Design pipe_ctrl, sky130hd; sources not shown.
### Close-up of the layout, run 1

Bar = 20 um. Window x 29 to 79, y 35 to 85 um. Cells in gray, sequential cells in the stronger gray; small squares are vias.
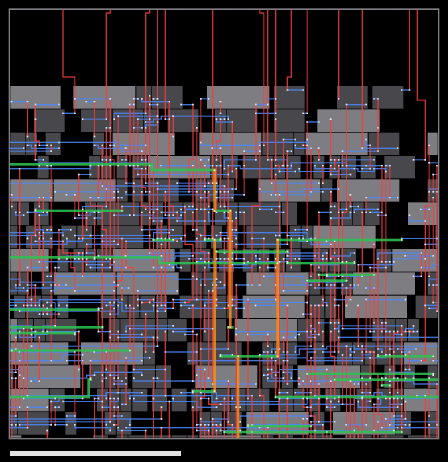
[met4] orange
[met3] green
[met1] blue
[met2] red
most frequent: nor2_1 (61), dfxtp_1 (33), nand2_1 (28)
sequential cells in the window: 33
cells with their middle in the window: 212

### Ports around the boundary, run 1

Bar = 20 um. Pins as bars across the die edge, other pins in gray.
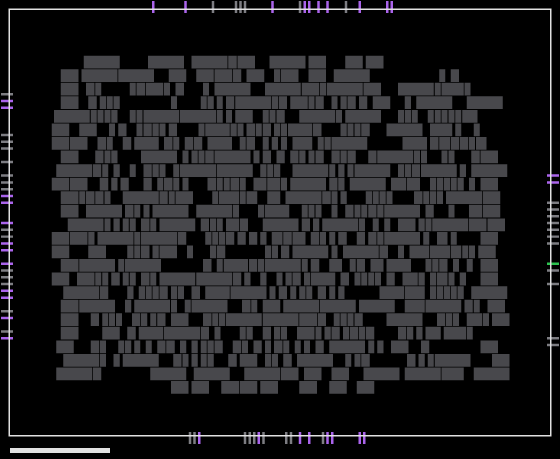
[`jump_addr_o`] purple | pins: 32 | direction: output | edge: 12 west, 10 north, 8 south, 2 east
[`load_use_i`] green | pins: 1 | direction: input | edge: east
all pins by edge: 27 west, 17 south, 16 north, 14 east
Die X: 108 um
Chip Height: 85.2 um
PortBufs: 73

### Register map, names as in the netlist, run 1

Bar = 20 um. Other sequential cells in the stronger gray, the rest of the logic in the fainter gray.
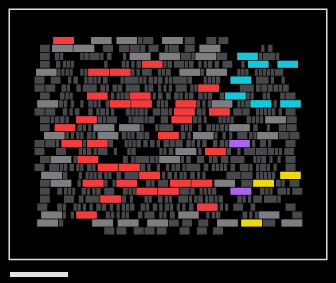
[`state_q`] purple | placed flops: 2
[`paddr_q`] red | placed flops: 32
[`u_flush_cnt.cnt_q`] yellow | placed flops: 3
[`u_wd_cnt.cnt_q`] cyan | placed flops: 7 | where: north-east
not colored: 37
register area: 1620 um^2
post-layout util: 72.3%
total sequential power: 1.88 mW
Seq/total area: 35.8%

==> results.yml, run 1 <==
# synthesis and place-and-route metrics
run_status:
  status: "finished, final reports clean"
yosys:
  ys_sh_adder_pct: 1.42
  synth.top_cell.area_share_pct: 46.1
  mux_share_pct: 0
  synthTopLogicFamily: "simple AND/OR/NAND/NOR gates"
  edf_count: 0
  synth_nets: 544
  compound_area_share_pct: 10.6
  ys_seq_share_pct: 46.1
  ys_sh_simple_pct: 33.2
  topCellsByArea: "dfxtp_1 46%, nor2_1 16%, nand2_1 9.5%"
  yosys-stat-area_um2: 3520
  ys_cells: 503
power:
  p_clk_share_pct: 31.2
  power_frac_comb_pct: 18.7
  comb_power_mw: 0.701
  power_switching_share_pct: 26.8
  clock_power_mw: 1.17
grt:
  grt_use_met2_pct: 32.9
  gr-total-overflow: 0
  grt_use_met3_pct: 7.12
  antenna_found_initial: 0
  grt_pass1_vias: 3365
  grt_max_degree: 13
clocking:
  clock_path_buffers: 2
  cts_tree: "built"
  cts_setup_buffers: 0
  cts_root_buf: "clkbuf_8"
  clock.latency.late_pin_ps: 350
route:
  dr.max_layer_used: "met4"
  dr.pass1.iters: 5
  num_vias: 3519
timing:
  fin_worst_skew_ps: 12.0
  setup_viol: 0
  tightest_slew_ps: 482
  whs_ps: 461
  fin_crit_sh_pct: 87.1
  slew_headroom_pct: 67.8
  rsz0062_at_grt: "no"
  setup_tns_ps: 0
  slew_violations: 0
place:
  dp.cells: 657
setup_path:
  worstSetupStartpointType: "flop"
  path_buffers: 2
  worstRegToRegCells: 6
  crit_path_top_delay_cell: "clkdlybuf4s50_1"
  cp-end-kind: "output pin"
  crit_fanout: 2
finish:
  final_common_cell: "nor2_1"
  buffers_excl_clock: 103
  clock_cell_area_share_pct: 4.01
  sh_comb_area_pct: 35.9
  comb_area_um2: 1630
  antennaDiodeCount: 0
  final_cell_mix: "149 x nor2_1, 89 x nand2_1, 81 x dfxtp_1"
  nonClkBufAreaFrac_pct: 20.1
floorplanning:
  num_rows: 25
  core_area_um2: 6260
  taps: 81
hold_path:
  min_path_type: "flop to flop"
flow_run:
  warning_count: 28
  max-cap-violations: 0
--- run 2 (diff from run 1) ---
- CORE_MARGIN: 8 -> unset
- SKIP_LAST_GASP: unset -> 1
### Register map, names as in the netlist, run 2

Bar = 20 um. Other sequential cells in the stronger gray, the rest of the logic in the fainter gray.
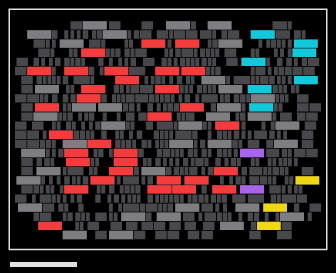
[`u_wd_cnt.cnt_q`] cyan | placed flops: 7 | where: north-east
[`paddr_q`] red | placed flops: 32
[`u_flush_cnt.cnt_q`] yellow | placed flops: 3
[`state_q`] purple | placed flops: 2
post-layout util: 75.4%
Seq/total area: 36.0%

### Ports around the boundary, run 2

Bar = 20 um. Pins as bars across the die edge, other pins in gray.
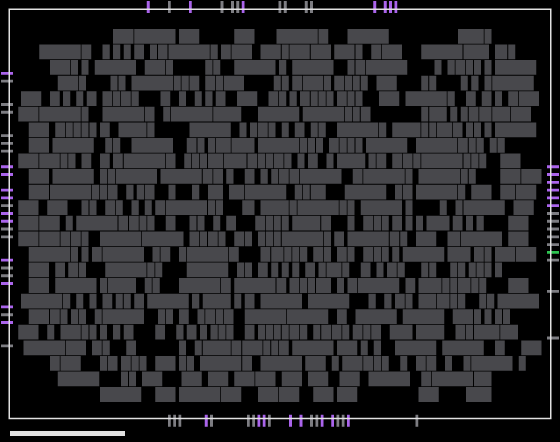
[`load_use_i`] green | pins: 1 | direction: input | edge: east
[`jump_addr_o`] purple | pins: 32 | direction: output | edge: 11 west, 8 south, 7 north, 6 east
all pins by edge: 24 west, 20 south, 15 east, 15 north
Chip Height: 71.2 um
Die X: 94.3 um

==> results.yml, run 2 <==
# synthesis and place-and-route metrics
run_status:
  status: "finished, final reports clean"
grt:
  grt_max_degree: 13
  grt_pass1_vias: 3221
  grtUsageMet1_pct: 37.2
  gr-total-overflow: 0
  top_usage_layer: "met2"
  antenna_found_initial: 0
  grt_use_met2_pct: 44.3
  grt_use_met3_pct: 8.28
  grt_use_total_pct: 29.0
  grt_pass1_wl_um: 14700
yosys:
  topCellsByArea: "dfxtp_1 46%, nor2_1 16%, nand2_1 9.5%"
  compound_area_share_pct: 10.6
  ys_types: 26
  synth_cells: 503
  ys.flops: 81
  yosys_warnings: 0
  synth.top_cell.area_share_pct: 46.1
  synthTopLogicFamily: "simple AND/OR/NAND/NOR gates"
  largest_area_cell: "dfxtp_1"
  xor_area_share_pct: 0.996
  syn_avg_cell_area_um2: 6.99
  synth_nets: 544
  ys_cells: 503
  yosys-stat-area_um2: 3520
  synth-main-ff-cell: "dfxtp_1"
  edf_count: 0
  ys_seq_share_pct: 46.1
  top_cell: "nor2_1"
  ys_sh_simple_pct: 33.2
  synthArstFlopShare_pct: 0
  syn_area_um2: 3520
  ys_sh_adder_pct: 1.42
  mux_share_pct: 0
  top_cells_by_count: "149 x nor2_1, 89 x nand2_1, 81 x dfxtp_1, 62 x o21ai_0, 41 x nand3_1"
finish:
  area_delta_synth_final_pct: 28.2
  clock_cell_area_share_pct: 3.61
  dominant-cell-class: "logic gates"
  comb_cells: 369
  fillers: 476
  sh_comb_area_pct: 36.1
  final_cell_mix: "149 x nor2_1, 89 x nand2_1, 81 x dfxtp_1"
  comb_area_um2: 1630
  postLayoutCellArea_um2: 4510
  drive_gt1_share_pct: 7.45
  clkbuf_count: 12
  seq_area_um2: 1620
  antennaDiodeCount: 0
  final_common_cell: "nor2_1"
  buffers_excl_clock: 104
  flop-count: 81
  nets: 628
  fin_cells: 669
  inv_count: 22
  nonClkBufAreaFrac_pct: 20.3
power:
  p_seq_mw: 1.88
  power_mw: 3.68
  clock_power_mw: 1.10
  p_clk_share_pct: 29.9
  switchingPower_mw: 1.01
  p_leak_nw: 1.94
  internal-power_mw: 2.67
  power.density_nw_per_um2: 816
  power_leader: "sequential cells"
  power_frac_comb_pct: 19.0
  power_frac_seq_pct: 51.1
  peakVddDrop_v: 0.000601
  comb_power_mw: 0.697
  power_switching_share_pct: 27.4
timing:
  fin_crit_ps: 1700
  slew_violations: 0
  hold_violations: 0
  setup_viol: 0
  fin_worst_skew_ps: 10.4
  rsz0062_at_grt: "no"
  timing.fmax_ghz: 0.588
  finalWorstSetupSlack_ps: 198
  setup_tns_ps: 0
  fin_crit_sh_pct: 89.6
  tightest_slew_ps: 470
  slew_headroom_pct: 68.6
  whs_ps: 461
setup_path:
  crit_chain: "clkdlybuf4s50_1, inv_1, buf_2, clkbuf_1, o21ai_0, nor2_1"
  crit_path_top_delay_cell: "clkdlybuf4s50_1"
  crit_fanout: 10
  worstRegToRegCells: 6
  crit_type: "input pin to flop"
  cp-end-kind: "flop"
  arrival_ps: 1990
  cpLargestDelayFamily: "buffers and inverters"
  path_buffers: 4
  crit_required_ps: 2190
  crit_cells: 6
  worstSetupStartpointType: "input pin"
  crit_path_max_incr_delay_ps: 530
  r2r_slack_ps: 410
floorplanning:
  core_area_um2: 5980
  taps: 78
  fp-utilization_pct: 58.8
  ios: 74
  num_rows: 24
clocking:
  clock_path_buffers: 2
  cts_setup_buffers: 0
  path_clk_slew_ps: 80
  cts_tree: "built"
  cts_hold_buffers: 0
  cts_num_sinks: 81
  h-tree-depth: 3
  ctsResizeCount: 0
  numCtsBuffers: 9
  cts_root_buf: "clkbuf_8"
  clock.latency.late_pin_ps: 360
place:
  dp_slack_ps: -168
  dp.cells: 654
  dp_hpwl_um: 6200
  gp_congestion: 0.853
  port_buffers: 73
  place_area_um2: 4340
route:
  detail-route-antenna-nets: 0
  dr.max_layer_used: "met4"
  post_drt_via_cell_ratio: 5.30
  drt-total-wl_um: 8780
  wl_met3_um: 644
  wl_per_cell_um: 13.1
  drc: 0
  route.met2.wl_um: 4070
  dr.pass1.iters: 5
  wirelength_met1_um: 3980
  num_vias: 3545
  drt_iter0_drc: 323
hold_path:
  holdPathStages: 2
  min_path_type: "flop to flop"
flow_run:
  max-cap-violations: 0
  warning_count: 28
Power figures rest on the tool's default switching activity, not on a simulated workload.
